[src/rtl/mem_dump_tx_pkg.sv]
// Shared types and constants for the data-memory serial dump port.
// Holds the sequencer state encoding, the 8N1 line levels and the frame builder.
package mem_dump_tx_pkg;

    typedef enum logic [2:0] {
        MDT_IDLE,
        MDT_READ,
        MDT_WAIT,
        MDT_LOAD,
        MDT_SEND,
        MDT_CSUM,
        MDT_FIN
    } mdt_state_t;

    localparam logic UART_START_BIT  = 1'b0;
    localparam logic UART_STOP_BIT   = 1'b1;
    localparam int   UART_FRAME_BITS = 10;

    // Bit 0 goes on the line first, so the start bit sits at the bottom.
    function automatic logic [UART_FRAME_BITS-1:0] uart_frame(input logic [7:0] data);
        return {UART_STOP_BIT, data, UART_START_BIT};
    endfunction

endpackage

[src/rtl/uart_tx_byte.sv]
// 8N1 byte transmitter: owns the bit timer and bit counter.
// ready is high whenever a new byte may be loaded, including the final stop-bit cycle.
module uart_tx_byte #(
    parameter int CLKS_PER_BIT = 16
) (
    input  logic       clk,
    input  logic       rst_n,
    input  logic       load,
    input  logic [7:0] byte_in,
    output logic       tx,
    output logic       ready
);
    import mem_dump_tx_pkg::*;

    localparam int             TW   = (CLKS_PER_BIT > 1) ? $clog2(CLKS_PER_BIT) : 1;
    localparam logic [TW-1:0]  TMAX = TW'(CLKS_PER_BIT - 1);

    logic [UART_FRAME_BITS-1:0] frame;
    logic [3:0]                 bitcnt;
    logic [TW-1:0]              timer;
    logic                       active;
    logic                       last;

    // Accepting a load in the last stop-bit cycle keeps consecutive bytes gap-free.
    assign last  = active && (timer == TMAX) && (bitcnt == 4'(UART_FRAME_BITS - 1));
    assign ready = !active || last;

    always_ff @(posedge clk or negedge rst_n) begin
        if (!rst_n) begin
            tx     <= UART_STOP_BIT;
            frame  <= '0;
            bitcnt <= '0;
            timer  <= '0;
            active <= 1'b0;
        end else if (load && ready) begin
            frame  <= uart_frame(byte_in);
            tx     <= UART_START_BIT;
            bitcnt <= '0;
            timer  <= '0;
            active <= 1'b1;
        end else if (active) begin
            if (timer == TMAX) begin
                timer <= '0;
                if (last) begin
                    active <= 1'b0;
                    bitcnt <= '0;
                    tx     <= UART_STOP_BIT;
                end else begin
                    bitcnt <= bitcnt + 4'd1;
                    tx     <= frame[1];
                    frame  <= {UART_STOP_BIT, frame[UART_FRAME_BITS-1:1]};
                end
            end else begin
                timer <= timer + TW'(1);
            end
        end
    end

endmodule

[src/rtl/mem_dump_tx.sv]
// Reads a word range from datamem and streams it out LSB-first, words little-endian.
// Define MEM_DUMP_CHECKSUM_EN to append an XOR checksum byte after the last word.
module mem_dump_tx #(
    parameter int DATA_W       = 32,
    parameter int ADDR_W       = 10,
    parameter int CLKS_PER_BIT = 16
) (
    input  logic              clk,
    input  logic              rst_n,
    input  logic              start,
    input  logic [ADDR_W-1:0] base_addr,
    input  logic [ADDR_W-1:0] word_count,
    output logic              busy,
    output logic              done,
    output logic              mem_rd_en,
    output logic [ADDR_W-1:0] mem_addr,
    input  logic [DATA_W-1:0] mem_rd_data,
    output logic              tx
);
    import mem_dump_tx_pkg::*;

    localparam int BPW = DATA_W / 8;
    localparam int BCW = $clog2(BPW + 1);

    mdt_state_t        state;
    logic [DATA_W-1:0] shifter;
    logic [DATA_W-1:0] next_shift;
    logic [BCW-1:0]    bytes_left;
    logic [ADDR_W-1:0] words_left;
    logic              more_bytes;
    logic              more_words;
    logic              load;
    logic              ready;
    logic [7:0]        byte_in;
`ifdef MEM_DUMP_CHECKSUM_EN
    logic [7:0]        cksum;
`endif

    assign next_shift = shifter >> 8;
    assign more_bytes = (bytes_left != '0);
    assign more_words = (words_left > ADDR_W'(1));

    // The next byte is handed over in the sender's last stop-bit cycle so a word has no gaps.
    always_comb begin
        load    = 1'b0;
        byte_in = shifter[7:0];
        case (state)
            MDT_LOAD: load = 1'b1;
            MDT_SEND: begin
                if (ready) begin
                    if (more_bytes) begin
                        load    = 1'b1;
                        byte_in = next_shift[7:0];
                    end
`ifdef MEM_DUMP_CHECKSUM_EN
                    else if (!more_words) begin
                        load    = 1'b1;
                        byte_in = cksum;
                    end
`endif
                end
            end
            default: ;
        endcase
    end

    always_ff @(posedge clk or negedge rst_n) begin
        if (!rst_n) begin
            state      <= MDT_IDLE;
            busy       <= 1'b0;
            done       <= 1'b0;
            mem_rd_en  <= 1'b0;
            mem_addr   <= '0;
            shifter    <= '0;
            bytes_left <= '0;
            words_left <= '0;
`ifdef MEM_DUMP_CHECKSUM_EN
            cksum      <= '0;
`endif
        end else begin
            done <= 1'b0;
            case (state)
                MDT_IDLE: begin
                    if (start) begin
                        words_left <= word_count;
                        mem_addr   <= base_addr;
`ifdef MEM_DUMP_CHECKSUM_EN
                        cksum      <= '0;
`endif
                        if (word_count == '0) begin
                            state <= MDT_FIN;
                            done  <= 1'b1;
                        end else begin
                            state     <= MDT_READ;
                            busy      <= 1'b1;
                            mem_rd_en <= 1'b1;
                        end
                    end
                end
                MDT_READ: begin
                    mem_rd_en <= 1'b0;
                    state     <= MDT_WAIT;
                end
                MDT_WAIT: begin
                    shifter <= mem_rd_data;
                    state   <= MDT_LOAD;
                end
                MDT_LOAD: begin
                    bytes_left <= BCW'(BPW - 1);
                    state      <= MDT_SEND;
`ifdef MEM_DUMP_CHECKSUM_EN
                    cksum      <= cksum ^ byte_in;
`endif
                end
                MDT_SEND: begin
                    if (ready) begin
                        if (more_bytes) begin
                            shifter    <= next_shift;
                            bytes_left <= bytes_left - BCW'(1);
`ifdef MEM_DUMP_CHECKSUM_EN
                            cksum      <= cksum ^ byte_in;
`endif
                        end else if (more_words) begin
                            words_left <= words_left - ADDR_W'(1);
                            mem_addr   <= mem_addr + ADDR_W'(1);
                            mem_rd_en  <= 1'b1;
                            state      <= MDT_READ;
                        end else begin
`ifdef MEM_DUMP_CHECKSUM_EN
                            state <= MDT_CSUM;
`else
                            state <= MDT_FIN;
                            done  <= 1'b1;
                            busy  <= 1'b0;
`endif
                        end
                    end
                end
`ifdef MEM_DUMP_CHECKSUM_EN
                MDT_CSUM: begin
                    if (ready) begin
                        state <= MDT_FIN;
                        done  <= 1'b1;
                        busy  <= 1'b0;
                    end
                end
`endif
                MDT_FIN: state <= MDT_IDLE;
                default: state <= MDT_IDLE;
            endcase
        end
    end

    uart_tx_byte #(
        .CLKS_PER_BIT(CLKS_PER_BIT)
    ) u_uart (
        .clk    (clk),
        .rst_n  (rst_n),
        .load   (load),
        .byte_in(byte_in),
        .tx     (tx),
        .ready  (ready)
    );

endmodule

[config.mk]
export PLATFORM = sky130hd
export DESIGN_NAME = mem_dump_tx
export DESIGN_NICKNAME = d
export VERILOG_FILES = /design/src/rtl/mem_dump_tx_pkg.sv /design/src/rtl/uart_tx_byte.sv /design/src/rtl/mem_dump_tx.sv
export SDC_FILE = /design/constraint.sdc
export NUM_CORES = 1
export LEC_CHECK = 0
export CORE_AREA = 2 2 119 121
export DETAILED_ROUTE_END_ITERATION = 12
export DIE_AREA = 0 0 121 123
export SLEW_MARGIN = 25
export SYNTH_ARGS = -nofsm -noshare
export SYNTH_HDL_FRONTEND = slang
export SYNTH_SLANG_ARGS = --single-unit
export TNS_END_PERCENT = 1
[constraint.sdc]
create_clock -name clk -period 6 [get_ports clk]
set_input_delay 0.9 -clock clk [delete_from_list [all_inputs] [get_ports clk]]
set_output_delay 0.9 -clock clk [all_outputs]
set_load 0.03 [all_outputs]
==> images/floorplan.png <==
Pins as bars on the die edge. Tap cells in grey.
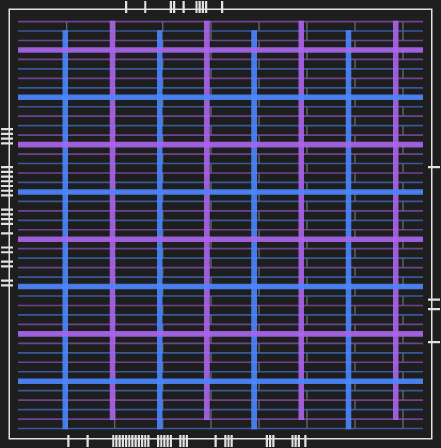
| colour | net |
|---|---|
| purple | VDD |
| blue | VSS |
met5 straps: 8
signal pins: 69

==> images/clock_wires.png <==
The bar under the picture is 20 um long.
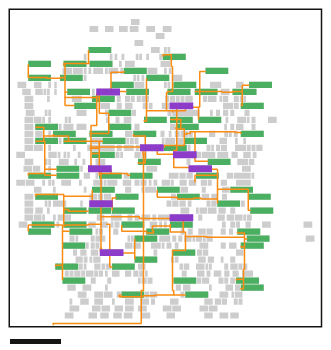
[green] flip-flops | count: 80
[purple] clock-net drivers | count: 9
[orange] clock wires | length: 1100 um
routed clock nets: 10

==> results_slide.txt <==
Flow Results at a Glance

Status
  – Status: finished clean

CTS
  – Reg clk slew, reported paths: approximately 0.060 ns
  – Setup Buffers After CTS: 0
  – Hold buffer count at CTS: 0

GRT
  – Global-route wire length before repair: 19100 um
  – Met2 global-route usage: 0.268
  – M1 GR Usage: 0.207
  – GR Util All Layers: 0.159
  – GRT busiest layer: met2

Synth
  – Mean Syn Cell Area: between 9 and 10 um2
  – Top cells, area: dfrtp_1 (44%), nand2_1 (7.9%), a21oi_1 (3.5%), mux2_1 (3.0%), mux2_2 (3.0%)
  – Synth Cell Area: ~4500 um2
  – Post-synth seq share: 0.443
  – Synth top cell by count: nand2_1
  – Yosys stat chip area: between 4000 and 5000 um2
  – Commonest flop: dfrtp_1
  – Ys async rst share: 1.00
  – Floorplan net count: between 500 and 600

Run
  – Tool warning count: 29

Floorplan
  – Core Util at FP: 0.332
  – I/O Pins: 69

Final timing
  – Tmin final: about 3.0 ns
  – Max_slew headroom: 0.439
  – Clock skew: between 0.01 and 0.015 ns

Setup path
  – R2r startpoint: state[2]$_DFFE_PN0P_
  – Critical path, cell by cell: nor3b_4, buf_4, o211ai_2, buf_4, o21ai_2, buf_4, mux2_2
  – Cell mode on critical path: buf_4
  – CP arrival: about 3.2 ns
  – Crit path buf inv count: 3
  – Worst Path Max Fanout: 62
  – Critical Path RT: roughly 6.2 ns

Hold path
  – HP Start: u_uart.frame[9]$_DFFE_PN0P_

Cells and area
  – Most frequently placed logic cells in the final layout: nand2_1 (95), dfrtp_1 (79), clkdlybuf4s50_1 (67)
  – Final Cell Area: about 5600 um2

Detailed routing
  – Vias per inst: 5.53
  – DRT antenna net count: 0
  – DR iter-0 viols: 231
  – Final wirelength: roughly 11000 um

Place
  – Dpl cells: approximately 700
==> images/clock_nets.png <==
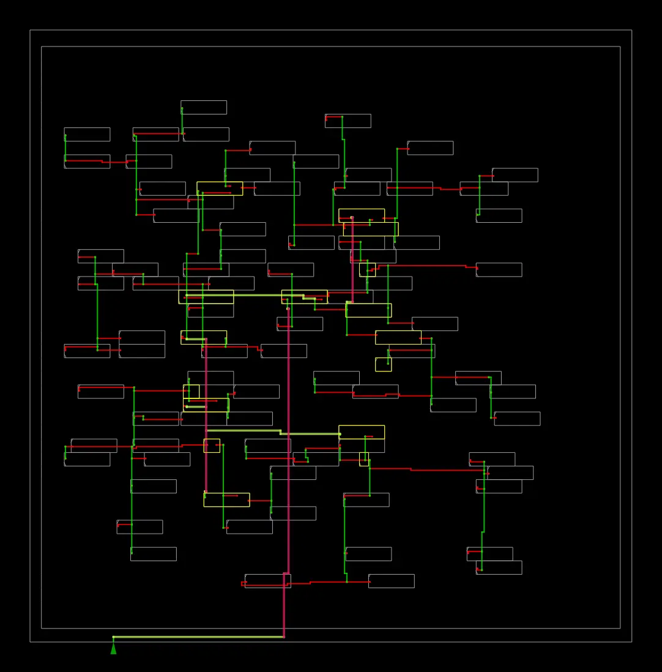
clk sinks: 80
Power Clock: 0.603 mW
clk ins delay skew pair: 0.34 ns

==> images/class_map.png <==
The bar under the picture is 20 um long.
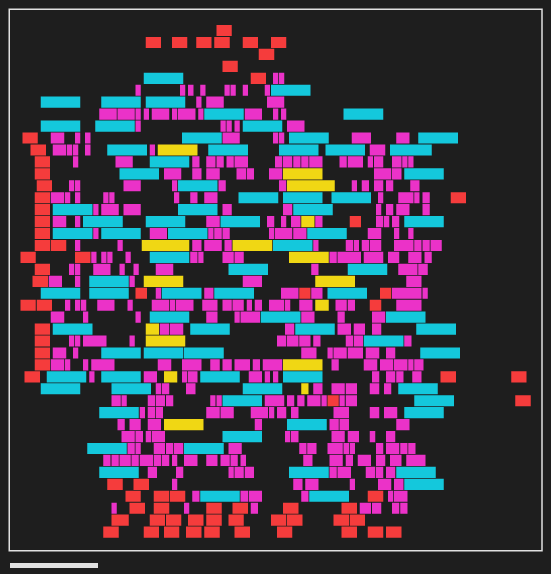
| colour | class | cells |
|---|---|---|
| cyan | sequential cells | 80 |
| magenta | remaining logic cells | 367 |
| yellow | clock drivers and dummy loads | 16 |
| red | remaining buffers and delay cells | 74 |

==> metrics by stage <==
step | total power [mW] | setup WS (ns) | hold slack (ns) | utilization
3_3_place_gp | 2.11 | 2.60 | 0.451 | 0.389
4_1_cts | 2.76 | 2.88 | 0.473 | 0.413
5_1_grt | 2.94 | 2.83 | 0.477 | 0.414
6_report | 2.74 | 3.02 | 0.470 | 0.414
3_5_place_dp | 2.15 | 2.54 | 0.452 | 0.389
2_1_floorplan | 1.83 | 3.98 | 0.434 | -
==> power breakdown <==
group | switching (mW) | leakage [nW] | total (mW) | internal (mW)
Clock | 0.234 | 0.161 | 0.603 | 0.369
Sequential | 0.238 | 0.928 | 1.03 | 0.791
Combinational | 0.598 | 1.21 | 1.11 | 0.515
==> final cells by class <==
cell class                 count  area [um2]
tap                          180         225
inverter                      11        41.3
fill                        1329        7980
sequential                    80        2000
clock inverter                 7         100
multi-input combinational    356        2310
clock buffer                   9         225
timing repair buffer          74         727
==> state kept, by name, summed over array words and instances, names as in the netlist, 3 cells and up <==
| signal | cells |
|---|---|
| words_left | 10 |
| shifter | 32 |
| u_uart.timer | 4 |
| state | 3 |
| u_uart.frame | 9 |
| bytes_left | 3 |
| mem_addr | 10 |
| u_uart.bitcnt | 4 |
==> kinds of logic (layout without fill, tap and decap cells) <==
group,after synthesis,count (layout),synth area share
DFF,80,80,0.443
AOI/OAI and AO/OA,137,137,0.213
muxes,29,29,0.0730
xor gates and xnor gates,1,1,0.00194
adders and majority gates,8,8,0.0221
buffers and inverters,46,101,0.0484
and+or+nand+nor,181,181,0.199
==> worst register-to-register path: stages, from the launching register on <==
cell,delay (ns)
dfrtp_1,0.63
nor3b_4,0.25
buf_4,0.53
o211ai_2,0.17
buf_4,0.27
o21ai_2,0.24
buf_4,0.40
mux2_2,0.39
No activity file was given, so power comes from the tool's default toggle rates.
